$ cat config.mk
export PLATFORM = sky130hd
export DESIGN_NAME = fetch_sequencer
export DESIGN_NICKNAME = d
export VERILOG_FILES = /design/src/rtl/fetch_sequencer.sv
export SDC_FILE = /design/constraint.sdc
export NUM_CORES = 1
export LEC_CHECK = 0
export CELL_PAD_IN_SITES_DETAIL_PLACEMENT = 0
export CELL_PAD_IN_SITES_GLOBAL_PLACEMENT = 1
export CORE_MARGIN = 1
export CORE_UTILIZATION = 35
export CTS_CLUSTER_SIZE = 28
export DETAILED_ROUTE_END_ITERATION = 8
export PLACE_DENSITY = 0.83
export SYNTH_ARGS = -nofsm -noshare
export SYNTH_HDL_FRONTEND = slang
export SYNTH_SLANG_ARGS = --single-unit
$ cat constraint.sdc
create_clock -name CLK -period 4.8 [get_ports CLK]
set_input_delay 0.96 -clock CLK [delete_from_list [all_inputs] [get_ports CLK]]
set_output_delay 0.96 -clock CLK [all_outputs]
set_load 0.05 [all_outputs]
$ cat src/rtl/fetch_sequencer.sv
// Instruction-fetch controller: owns the PC, issues one imem request at a time,
// buffers the returned word for decode and applies redirect/trap vectoring.
module fetch_sequencer #(
  parameter logic [31:0] RESET_VECTOR = 32'h0000_0000,
  parameter logic [31:0] TRAP_VECTOR  = 32'h0000_0100
) (
  input  logic        CLK,
  input  logic        reset,
  output logic        imem_req,
  output logic [31:0] imem_addr,
  input  logic        imem_ack,
  input  logic [31:0] imem_rdata,
  output logic        if_valid,
  output logic [31:0] if_instr,
  output logic [31:0] if_pc,
  input  logic        id_ready,
  input  logic        redirect,
  input  logic [31:0] redirect_pc,
  input  logic        trap,
  output logic [31:0] pc_actual
);

  typedef enum logic [1:0] {
    IDLE  = 2'd0,
    FETCH = 2'd1,
    HOLD  = 2'd2
  } state_e;

  state_e      state_q, state_d;
  logic [31:0] pc_q, pc_d;
  logic        pend_q, pend_d;
  logic [31:0] pend_pc_q, pend_pc_d;
  logic        valid_q, valid_d;
  logic [31:0] instr_q, instr_d;
  logic [31:0] ifpc_q, ifpc_d;

  logic        kill;
  logic [31:0] target;

  // Trap wins over a simultaneous redirect
  assign kill   = trap | redirect;
  assign target = trap ? TRAP_VECTOR : {redirect_pc[31:2], 2'b00};

  always_ff @(posedge CLK or posedge reset) begin
    if (reset) begin
      state_q   <= IDLE;
      pc_q      <= RESET_VECTOR;
      pend_q    <= 1'b0;
      pend_pc_q <= 32'h0;
      valid_q   <= 1'b0;
      instr_q   <= 32'h0;
      ifpc_q    <= 32'h0;
    end else begin
      state_q   <= state_d;
      pc_q      <= pc_d;
      pend_q    <= pend_d;
      pend_pc_q <= pend_pc_d;
      valid_q   <= valid_d;
      instr_q   <= instr_d;
      ifpc_q    <= ifpc_d;
    end
  end

  always_comb begin
    state_d   = state_q;
    pc_d      = pc_q;
    pend_d    = pend_q;
    pend_pc_d = pend_pc_q;
    valid_d   = valid_q;
    instr_d   = instr_q;
    ifpc_d    = ifpc_q;

    unique case (state_q)
      IDLE: begin
        state_d = FETCH;
        if (kill) pc_d = target;
      end
      FETCH: begin
        if (imem_ack) begin
          // A kill seen now or earlier turns the returning word into garbage
          if (kill) begin
            pc_d   = target;
            pend_d = 1'b0;
          end else if (pend_q) begin
            pc_d   = pend_pc_q;
            pend_d = 1'b0;
          end else begin
            instr_d = imem_rdata;
            ifpc_d  = pc_q;
            pc_d    = pc_q + 32'd4;
            valid_d = 1'b1;
            state_d = HOLD;
          end
        end else if (kill) begin
          pend_d    = 1'b1;
          pend_pc_d = target;
        end
      end
      HOLD: begin
        if (kill) begin
          valid_d = 1'b0;
          pc_d    = target;
          state_d = FETCH;
        end else if (id_ready) begin
          valid_d = 1'b0;
          state_d = FETCH;
        end
      end
      default: state_d = IDLE;
    endcase
  end

  assign imem_req  = (state_q == FETCH);
  assign imem_addr = pc_q;
  assign pc_actual = pc_q;
  assign if_valid  = valid_q;
  assign if_instr  = instr_q;
  assign if_pc     = ifpc_q;

endmodule
Figure 1. Sequential cells colored by netlist name (run 1).
The bar under the picture is 50 um long. Other sequential cells in the stronger gray, the rest of the logic in the fainter gray.
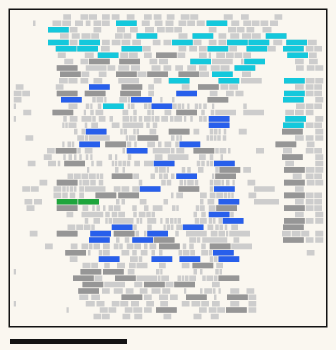
Key: imem_addr = blue [placed flops 30]; state_q = green [placed flops 2]; if_instr = cyan [placed flops 32, where a band across the top]
Another 62 sequential cells are not colored.
Sequential Area: 3150 um2
Finished Core Util: 0.494
seq pwr: 0.00163 W

Figure 2. Logic cells by family (run 1).
The bar under the picture is 50 um long.
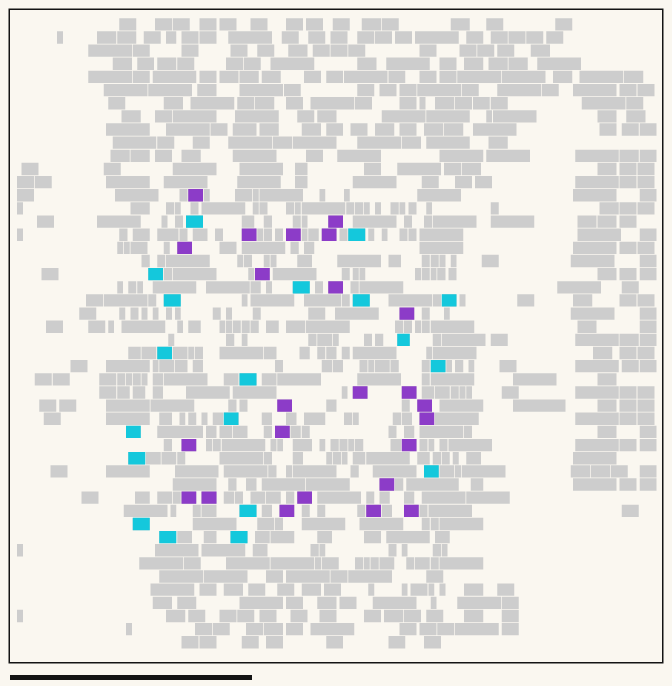
Key: xor and xnor cells = purple [cells 24]; non-inverting ao/oa cells = cyan [cells 19]
Final Non-Filler Cells: 957
combinational share of cell area: 0.297
Commonest Layout Cell: clkdlybuf4s50_1

==> deck_impl_summary.md, run 1 <==
Run Summary

Run status
  • Status: completed

Cells and area
  • Final nets: 790
  • Share of layout cells above drive strength 1: 0.148
  • # diodes: 0

Min path
  • Worst Hold Depth: 2
  • Hold path endpoint: pend_pc_q[11]$_DFFE_PP0P_
  • Hold path start: pend_pc_q[11]$_DFFE_PP0P_
  • Worst min path class: reg2reg

Global routing
  • Largest net degree at the start of global routing: 74
  • First-pass GRT wire length: 26,100 um
  • Initial antenna violation count: 0
  • Vias in the first global route: 4,863
  • Total GRT Usage: 0.189
  • Gr ovfl total: 0

Clock network
  • Latency at later pin: 0.42 ns
  • Setup Fix Bufs, Post-CTS: 0
  • CTS Buf Count: 17
  • CTS tree: yes
  • Root Buffer: clkbuf_16
  • Bufs on Longest Clock Path: 2
  • Clock-pin slew on the worst setup and hold paths: 0.06 ns
  • H-tree levels: 4
  • Post-cts sizing count: 0
  • Post-CTS Hold Buffers: 0
  • CTS sink cnt: 126

Placed design
  • Final HPWL DP: 11,300 um
  • GP Congestion: 0.768
  • Pre-CTS WS: 1.19 ns
  • # placed instances: 925
  • I/O Buffers: 191

Job
  • Total tool warning count: 28
  • Max Cap Violations: 0

STA
  • Unrepaired setup endpoints after global routing: no
  • Final setup viols: 0
  • Tmin final: 3.36 ns
  • Final period utilization: 0.700
  • Slew headroom: 0.252
  • Highest Clock Rate: 0.298 GHz
  • Final setup TNS: 0 ns
  • Min Hold Slack: 0.478 ns
  • Slew Viols, Final: 0
  • Final hold vios: 0
  • Worst-Margin Slew: 1.12 ns
  • Skew final: 0.00561 ns

Power and ir drop
  • Part of the power in combinational logic: 0.448
  • Max VDD drop: 0.381 mV
  • Leak: 3.50 nW
  • Clock share of power: 0.239
  • Sw frac: 0.430
  • Cell internal pwr: 0.00298 W
  • Pwr dens: 611 nW/um2
  • NetSw: 0.00225 W
  • Part of the power in registers: 0.313

Synth
  • Yosys cell count: 572
  • Synth top cell by count: dfrtp_1
  • Synth flops: 126
  • Synth Cell Area: 6180 um2
  • Register area share after synthesis: 0.510
  • Commonest flop: dfrtp_1
  • Yosys synthesis chip area: 6180 um2
  • Ys async rst share: 1.00
  • Top-area cell share: 0.510
  • Yosys cell types: 52
  • Top cells by area: dfrtp_1, mux2_2, buf_4
  • Mapped Cells: 572
  • Area leader, netlist: dfrtp_1
  • Top cells by count: dfrtp_1, nand2_1, mux2_2
  • Count of library flops with an enable pin: 0
  • Synthesis Warnings: 0
  • Synthesized area per cell: 10.8 um2

Setup path
  • R2R setup slack: 2.12 ns
  • CP Max Fanout: 8
  • Critical Path AT: 2.40 ns
  • Crit end category: output pin
  • Startpoint Class: flip-flop
  • Setup CP Type: reg2out
  • Required time of the critical path: 3.84 ns
  • Worst reg2reg endpoint: if_instr[22]$_DFFE_PP0P_
  • FF-to-FF path depth: 5
  • RR Startpoint: pend_q$_DFFE_PP0P_

Route
  • WL final: 16,600 um
  • Avg WL per Cell: 17.4 um
  • DRC Markers: 0
  • Pre-antenna DRT Iters: 5
  • Detail Route Antenna Nets: 0
  • Initial DRC Count: 315
  • Vias per cell: 5.22
  • DR vias: 4,993

Floorplan
  • Die Y-Extent: 135 um
  • Die area: 18,200 um2
  • Rows: 48
  • I/O pins: 200
  • Core area: 17,300 um2
  • Pre-Place Util: 0.357
  • Die width: 135 um
Figure 3. Drive-strength map (run 1).
The bar under the picture is 50 um long.
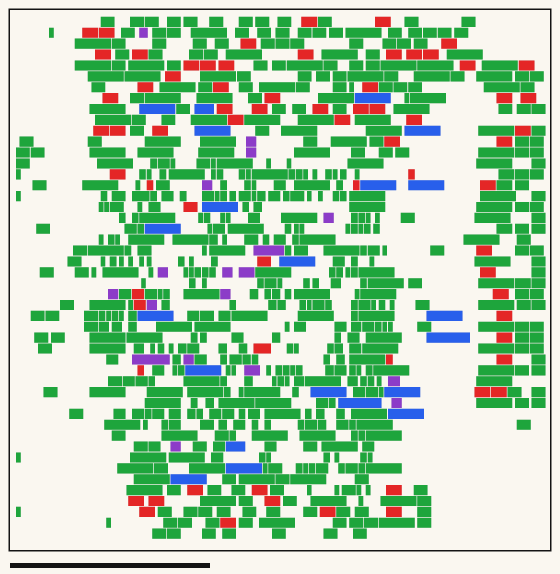
Key: _2 cells = red [cells 69, share 9.4%]; _3 and _4 cells = purple [cells 18, share 2.5%]; _6 and larger = blue [cells 21, share 2.9%]; _0 and _1 cells = green [cells 624, share 85%]
count of plain and timing-repair buffers: 200
Setup WS post-layout: 1.44 ns
area grow syn2layout: 38.3%
post-route cell area: 8550 um2

==> run 1: worst max path at each step <==
stage                                 startpoint  cells past startpoint                  endpoint  slack (ns)
final                     state_q[0]$_DFFE_PP0P_                      2                  imem_req        1.44
after floorplan                            reset                      1   if_instr[0]$_DFFE_PP0P_        0.48
after global routing      state_q[0]$_DFFE_PP0P_                      2                  imem_req        1.35
after CTS                 state_q[0]$_DFFE_PP0P_                      2                  imem_req        1.45
after global placement                      trap                      6  if_instr[15]$_DFFE_PP0P_        1.27
after detailed placement                    trap                      6  if_instr[14]$_DFFE_PP0P_        1.19
==> run 1: kinds of logic (layout without fill, tap and decap cells) <==
| group | count (synthesis) | after routing | share of synthesized area |
|---|---|---|---|
| flops | 126 | 126 | 0.510 |
| mux | 65 | 65 | 0.118 |
| simple gates | 160 | 160 | 0.132 |
| fa+ha+maj | 1 | 1 | 0.00202 |
| buf+inv | 81 | 236 | 0.0826 |
| other cells | 1 | 6 | 0.000607 |
| xor+xnor | 24 | 24 | 0.0340 |
| compound gates | 114 | 114 | 0.121 |
==> run 1: metrics by stage <==
stage          utilization  power [W]  instance area (um2)
6_report             0.494    0.00522                 8550
5_1_grt              0.494    0.00544                 8550
4_1_cts              0.494    0.00527                 8550
3_5_place_dp         0.461    0.00400                 7970
3_3_place_gp         0.461    0.00395                 7970
2_1_floorplan            -    0.00323                 6200
==> run 1: worst max-delay path, stage by stage (launching register included) <==
cell	delay, ns
dfrtp_1	0.50
nor2b_1	0.55
clkdlybuf4s50_1	0.93
==> run 1: cell usage in the layout (no fill, tap or decap), types with 2 or more instances in the layout <==
master and count:
clkdlybuf4s50_1 191, dfrtp_1 126, nand2_1 67, mux2_2 59
o21ai_0 55, nand3_1 21, xor2_1 20, clkbuf_16 17
nor2_1 16, nor3_1 15, a21oi_1 13, a221oi_1 13
nand4_1 11, buf_4 9, a32o_1 6, and3_1 6
nor4b_1 6, conb_1 6, clkinv_2 5, xnor2_1 4
a221o_1 4, mux2_1 4, inv_1 3, o22a_1 3
and4_1 3, a31oi_1 3, o31a_1 3, o211ai_1 3
o21ai_1 3, clkinvlp_4 3, mux2i_1 2, nand2b_1 2
and4_2 2, nor4_1 2, clkbuf_8 2, clkbuf_1 2
bufinv_16 2
==> run 1: power groups by stage <==
stage	sequential (W)	clock [W]	combinational, W
detailed placement	0.00165	0	0.00235
floorplan	0.00252	0	0.000713
global route	0.00168	0.00132	0.00243
global placement	0.00163	0	0.00232
CTS	0.00164	0.00127	0.00236
finish	0.00163	0.00125	0.00234
==> run 1: sequential cells by signal, summed over array words and instances (netlist names) <==
register and cells:
if_valid 1, if_pc 30, pend_q 1, if_instr 32, imem_addr 30, state_q 2
pend_pc_q 30
==> run 1: layer usage <==
layer	up-vias	share of wire	track usage
met5	-	0	0
met4	0	0.020	0.0899
met3	26	0.059	0.0424
met2	181	0.50	0.305
met1	2476	0.42	0.240
li1	2310	-	-
==> run 1: final cells by class <==
type | count | area [um2]
Inverter | 4 | 17.5
Sequential cell | 126 | 3150
Multi-Input combinational cell | 370 | 2540
Tap cell | 225 | 282
Fill cell | 1547 | 8750
Clock buffer | 21 | 460
Clock inverter | 11 | 116
Timing Repair Buffer | 200 | 1980
Figure 4. Track usage over the die (run 1).
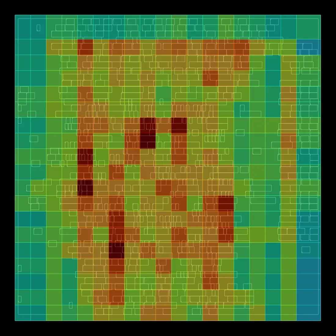

==> run 2: changes to the inputs <==
--- a/config.mk
+++ b/config.mk
@@ -8,10 +8,10 @@
 export CELL_PAD_IN_SITES_DETAIL_PLACEMENT = 0
 export CELL_PAD_IN_SITES_GLOBAL_PLACEMENT = 1
 export CORE_MARGIN = 1
-export CORE_UTILIZATION = 35
+export CORE_UTILIZATION = 32
 export CTS_CLUSTER_SIZE = 28
 export DETAILED_ROUTE_END_ITERATION = 8
-export PLACE_DENSITY = 0.83
+export PLACE_DENSITY = 0.8
 export SYNTH_ARGS = -nofsm -noshare
 export SYNTH_HDL_FRONTEND = slang
 export SYNTH_SLANG_ARGS = --single-unit
==> constraint.sdc (replaced) <==
create_clock -name CLK -period 2.7 [get_ports CLK]
set_input_delay 0.54 -clock CLK [delete_from_list [all_inputs] [get_ports CLK]]
set_output_delay 0.54 -clock CLK [all_outputs]
set_load 0.05 [all_outputs]
Figure 5. Track usage over the die (run 2).
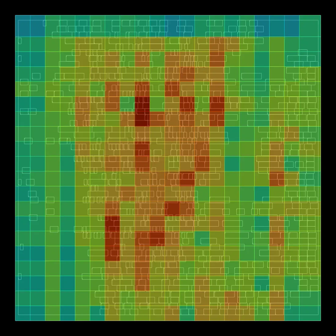
met1 Usage GRT: 0.231
M3 GR Usage: 0.0435
met2 global-route usage: 0.277

==> deck_impl_summary.md, run 2 <==
Run Summary

STA
  • Slew headroom: 0.586
  • Slew Viols, Final: 0
  • Setup WS post-layout: 0.275 ns
  • Tmin final: 2.43 ns
  • Worst-Margin Slew: 0.620 ns
  • Final period utilization: 0.898
  • Unrepaired setup endpoints after global routing: no

Job
  • Max Cap Violations: 0

Cells and area
  • Top Layout Cells: clkdlybuf4s50_1, dfrtp_1, nand2_1
  • Commonest Layout Cell: clkdlybuf4s50_1
  • Share of layout cells above drive strength 1: 0.174
  • Post-route cell area: 8960 um2
  • Finished Core Util: 0.476

Setup path
  • Worst path cell trace: clkdlybuf4s50_1
  • Startpoint Class: flip-flop
  • CP Max Fanout: 9
  • Critical Path AT: 1.89 ns
  • Slowest stage delay, CP: 0.89 ns
  • WP buf/inv: 1
  • Setup CP Type: reg2out
  • Crit-path leading delay family: buffers and inverters

Synth
  • Count of library flops with an enable pin: 0
  • Synth flops: 126
  • Top cells by count: dfrtp_1, nand2_1, mux2_2
  • Ys async rst share: 1.00
  • Yosys cell types: 52
  • Mapped Cells: 572
  • Top-area cell share: 0.510
  • Yosys cell count: 572
  • Largest logic family: simple AND/OR/NAND/NOR gates
  • Xor/xnor share: 0.0340
  • Fa+ha+maj area frac: 0.00202
  • Synth top cell by count: dfrtp_1
  • Top cells by area: dfrtp_1, mux2_2, buf_4
  • Register area share after synthesis: 0.510
  • Synth mux share: 0.118
  • Area leader, netlist: dfrtp_1

Clock network
  • Root Buffer: clkbuf_16
  • CTS tree: yes
  • Latency at later pin: 0.42 ns
  • Setup Fix Bufs, Post-CTS: 0
  • CTS Buf Count: 17
  • Clock-pin slew on the worst setup and hold paths: 0.05 ns
  • Post-CTS Hold Buffers: 0
  • Bufs on Longest Clock Path: 2

Global routing
  • First-pass GRT wire length: 26,700 um
  • Largest net degree at the start of global routing: 39
  • Vias in the first global route: 4,819
  • Initial antenna violation count: 0

Route
  • Vias per cell: 4.95
  • WL final: 16,600 um
  • Initial DRC Count: 318
  • Pre-antenna DRT Iters: 5
  • Avg WL per Cell: 16.4 um

Placed design
  • Placed cell areas: 8240 um2
  • Final HPWL DP: 12,000 um
  • I/O Buffers: 191
  • Pre-CTS WS: 0.188 ns
  • GP Congestion: 0.780

Floorplan
  • Die area: 19,900 um2
  • Die Y-Extent: 141 um
  • Rows: 50
  • Core area: 18,800 um2

Run status
  • Status: completed
==> run 2: layout make-up <==
cell class / count / area [um2] / share of cell area
clock buffer: 18 / 439 / 0.0490
inverter: 4 / 18.8 / 0.00209
multi-input combinational: 370 / 2540 / 0.283
sequential: 126 / 3150 / 0.352
tap: 260 / 325 / 0.0363
timing repair buffer: 220 / 2200 / 0.246
clock inverter: 14 / 288 / 0.0321
==> run 2: metal layers <==
metal | vias to the layer above | global-route usage | routed length [um]
li1 | 2365 | - | -
met5 | - | 0 | 0
met4 | 0 | 0.0681 | 222
met2 | 202 | 0.277 | 7770
met3 | 18 | 0.0435 | 1040
met1 | 2429 | 0.231 | 7580
==> run 2: report_power, final <==
group          switching [W]  internal (W)
combinational        0.00273       0.00152
sequential          0.000426       0.00243
clock               0.000847       0.00195
==> run 2: cells by family after synthesis <==
family | Yosys count
xor+xnor | 24
flops | 126
mux | 65
compound gates | 114
simple gates | 160
other cells | 1
fa+ha+maj | 1
buf+inv | 81
==> run 2: worst register-to-register path: stages, from the launching register on <==
cell	delay (ns)
dfrtp_1	0.51
nor2b_1	0.50
a2bb2oi_4	0.19
nor2_1	0.33
nand2_1	0.13
buf_4	0.21
o21ai_0	0.22
==> run 2: final timing paths <==
path / startpoint / end / slack [ns] / depth (start not counted)
max in group asynchronous: reset / if_pc[11]$_DFFE_PP0P_ / 1.48 / 3
worst max-delay path: imem_addr[15]$_DFFE_PP0P_ / imem_addr[15] / 0.27 / 1
worst min register to register: pend_pc_q[22]$_DFFE_PP0P_ / pend_pc_q[22]$_DFFE_PP0P_ / 0.48 / 2
worst max register to register: state_q[0]$_DFFE_PP0P_ / imem_addr[24]$_DFFE_PP0P_ / 0.52 / 6
min in group asynchronous: reset / if_pc[26]$_DFFE_PP0P_ / 0.55 / 2
worst min-delay path: pend_pc_q[22]$_DFFE_PP0P_ / pend_pc_q[22]$_DFFE_PP0P_ / 0.48 / 2
==> run 2: metrics by stage <==
step                std cells  power [W]
detailed placement        980    0.00717
finish                   1012    0.00989
floorplan                 577    0.00574
global placement          980    0.00711
global route             1012     0.0103
CTS                      1012     0.0100
Figure 6. Sequential cells colored by netlist name (run 2).
The bar under the picture is 50 um long. Other sequential cells in the stronger gray, the rest of the logic in the fainter gray.
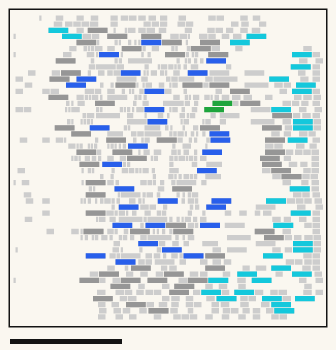

==> run 3: changes to the inputs <==
--- a/config.mk
+++ b/config.mk
@@ -9,9 +9,11 @@
 export CELL_PAD_IN_SITES_GLOBAL_PLACEMENT = 1
 export CORE_MARGIN = 1
 export CORE_UTILIZATION = 32
-export CTS_CLUSTER_SIZE = 28
+export CTS_CLUSTER_SIZE = 12
 export DETAILED_ROUTE_END_ITERATION = 8
 export PLACE_DENSITY = 0.8
+export REMOVE_ABC_BUFFERS = 1
+export SETUP_SLACK_MARGIN = 0.05
 export SYNTH_ARGS = -nofsm -noshare
 export SYNTH_HDL_FRONTEND = slang
 export SYNTH_SLANG_ARGS = --single-unit
Figure 7. Sequential cells colored by netlist name (run 3).
The bar under the picture is 50 um long. Other sequential cells in the stronger gray, the rest of the logic in the fainter gray.
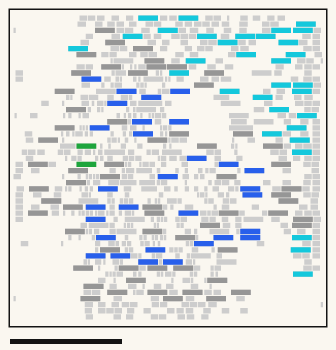
Key: if_instr = cyan [placed flops 32, where top right]; state_q = green [placed flops 2]; imem_addr = blue [placed flops 30]
Another 62 sequential cells are not colored.
Finished Core Util: 0.466
sequential share of cell area: 0.359
seq pwr: 0.00286 W

==> deck_impl_summary.md, run 3 <==
Run Summary

Setup path
  • Setup CP Type: reg2out
  • CP Max Fanout: 11
  • R2R setup slack: 0.60 ns
  • Critical Path AT: 1.99 ns
  • CP max-delay cell: clkdlybuf4s50_1
  • Crit end category: output pin
  • Crit-path leading delay family: buffers and inverters
  • Slowest stage delay, CP: 0.90 ns
  • Required time of the critical path: 2.16 ns
  • Worst path cell trace: clkdlybuf4s50_1
  • WP buf/inv: 1
  • Startpoint Class: flip-flop

STA
  • Final period utilization: 0.936
  • Unrepaired setup endpoints after global routing: no
  • Tmin final: 2.53 ns
  • Highest Clock Rate: 0.396 GHz
  • Slew Viols, Final: 0
  • Slew headroom: 0.589
  • Worst-Margin Slew: 0.616 ns
  • Setup WS post-layout: 0.172 ns
  • Final hold vios: 0

Global routing
  • First-pass GRT wire length: 26,600 um
  • Initial antenna violation count: 0
  • Largest net degree at the start of global routing: 57
  • Total GRT Usage: 0.173
  • Vias in the first global route: 4,783

Synth
  • Yosys synthesis chip area: 6180 um2
  • Commonest flop: dfrtp_1
  • Top cells by count: dfrtp_1, nand2_1, mux2_2
  • Synth Cell Area: 6180 um2
  • Synth top cell by count: dfrtp_1
  • Top-area cell share: 0.510
  • Yosys cell count: 572
  • Count of library flops with an enable pin: 0
  • Top cells by area: dfrtp_1, mux2_2, buf_4
  • Register area share after synthesis: 0.510
  • Ys async rst share: 1.00
  • Synthesized area per cell: 10.8 um2
  • Mapped Cells: 572
  • Synth flops: 126

Clock network
  • Bufs on Longest Clock Path: 2
  • CTS sink cnt: 126
  • CTS tree: yes
  • Setup Fix Bufs, Post-CTS: 0
  • Post-CTS Hold Buffers: 0
  • Latency at later pin: 0.42 ns
  • Clock-pin slew on the worst setup and hold paths: 0.05 ns
  • CTS Buf Count: 17
  • H-tree levels: 4
  • Post-cts sizing count: 0

Placed design
  • Final HPWL DP: 11,500 um
  • GP Congestion: 0.795
  • Pre-CTS WS: 0.158 ns
  • I/O Buffers: 191
  • Placed cell areas: 8210 um2

Power and ir drop
  • Pwr dens: 1060 nW/um2
  • Leak: 3.60 nW
  • Max VDD drop: 0.470 mV

Job
  • Max Cap Violations: 0
  • Total tool warning count: 27

Floorplan
  • Die Y-Extent: 141 um
  • Pre-Place Util: 0.328
  • Die area: 19,900 um2
  • Core area: 18,800 um2
  • Die width: 141 um
  • I/O pins: 200
  • Rows: 50

Route
  • Detail Route Antenna Nets: 0
  • Avg WL per Cell: 16.4 um
  • WL final: 16,500 um
  • Vias per cell: 4.94
  • DRC Markers: 0
  • Initial DRC Count: 332
  • DR vias: 4,969
  • Pre-antenna DRT Iters: 5

Run status
  • Status: completed

Cells and area
  • Top Layout Cells: clkdlybuf4s50_1, dfrtp_1, nand2_1
  • Final nets: 806
  • Area grow syn2layout: 42.1%
  • Share of layout cells above drive strength 1: 0.165
  • Max FFs per register: 32
  • Commonest Layout Cell: clkdlybuf4s50_1
  • Post-route cell area: 8780 um2
  • # fillers: 1,768

Min path
  • Worst min path class: in2async
-- run 3: cell count changes in the layout (fill, tap and decap cells not counted), sizes merged --
cell	previous run	this run
buf	30	26
clkinvlp	2	1
clkbuf	18	22
clkinv	5	4
inv	3	4
bufinv	8	2
-- run 3: kinds of logic after synthesis --
group                    Yosys count  synth area share
flip-flops                       126             0.510
AND-OR/OR-AND                    114             0.121
XOR/XNOR                          24            0.0340
multiplexers                      65             0.118
other                              1          0.000607
adder cells (fa/ha/maj)            1           0.00202
AND/OR/NAND/NOR                  160             0.132
buffers and inverters             81            0.0826
-- run 3: report_power, final --
part,internal (W),switching (W),total (W)
Combinational,0.00151,0.00271,0.00421
Sequential,0.00243,0.000430,0.00286
Clock,0.00143,0.000789,0.00222
-- run 3: worst reg2reg max path: cells and delay by family, from the launching register on --
family	cells	cell delay, ns
AND-OR/OR-AND	1	0.16
AND/OR/NAND/NOR	3	1.12
flip-flops	1	0.58
XOR/XNOR	1	0.15
-- run 3: final cells by class --
| cell class | count | area, um2 | share of cell area |
|---|---|---|---|
| clock buffer | 22 | 484 | 0.0551 |
| multi-input combinational | 370 | 2540 | 0.289 |
| clock inverter | 7 | 87.6 | 0.00997 |
| timing repair buffer | 216 | 2170 | 0.247 |
| tap | 260 | 325 | 0.0370 |
| inverter | 4 | 20.0 | 0.00228 |
| sequential | 126 | 3150 | 0.359 |
-- run 3: path summary, 6_finish.rpt --
kind,from,to,depth (start not counted)
max,imem_addr[10]$_DFFE_PP0P_,pc_actual[10],1
max in group asynchronous,reset,if_pc[15]$_DFFE_PP0P_,3
min,reset,if_instr[18]$_DFFE_PP0P_,2
max reg2reg,imem_addr[12]$_DFFE_PP0P_,imem_addr[27]$_DFFE_PP0P_,5
min in group CLK,pend_pc_q[13]$_DFFE_PP0P_,pend_pc_q[13]$_DFFE_PP0P_,2
min reg2reg,pend_pc_q[13]$_DFFE_PP0P_,pend_pc_q[13]$_DFFE_PP0P_,2
-- run 3: per-stage QoR --
| step | std cells | utilization | power, W | hold slack (ns) | TNS, ns |
|---|---|---|---|---|---|
| 2_1_floorplan | 500 | - | 0.00555 | 0.444 | -228.39 |
| 3_3_place_gp | 976 | 0.436 | 0.00708 | 0.457 | 0 |
| 3_5_place_dp | 976 | 0.436 | 0.00713 | 0.465 | 0 |
| 4_1_cts | 1005 | 0.466 | 0.00939 | 0.478 | 0 |
| 5_1_grt | 1005 | 0.466 | 0.00972 | 0.494 | 0 |
| 6_report | 1005 | 0.466 | 0.00929 | 0.470 | 0 |
-- run 3: routing by layer --
metal	GRT usage	share of wire	wire length, um	vias to the layer above
met3	0.0414	0.062	1020	14
li1	-	-	-	2337
met2	0.279	0.48	7860	184
met5	0	0	0	-
met1	0.231	0.45	7410	2434
met4	0.0481	0.011	178	0
Power figures rest on the tool's default switching activity, not on a simulated workload.
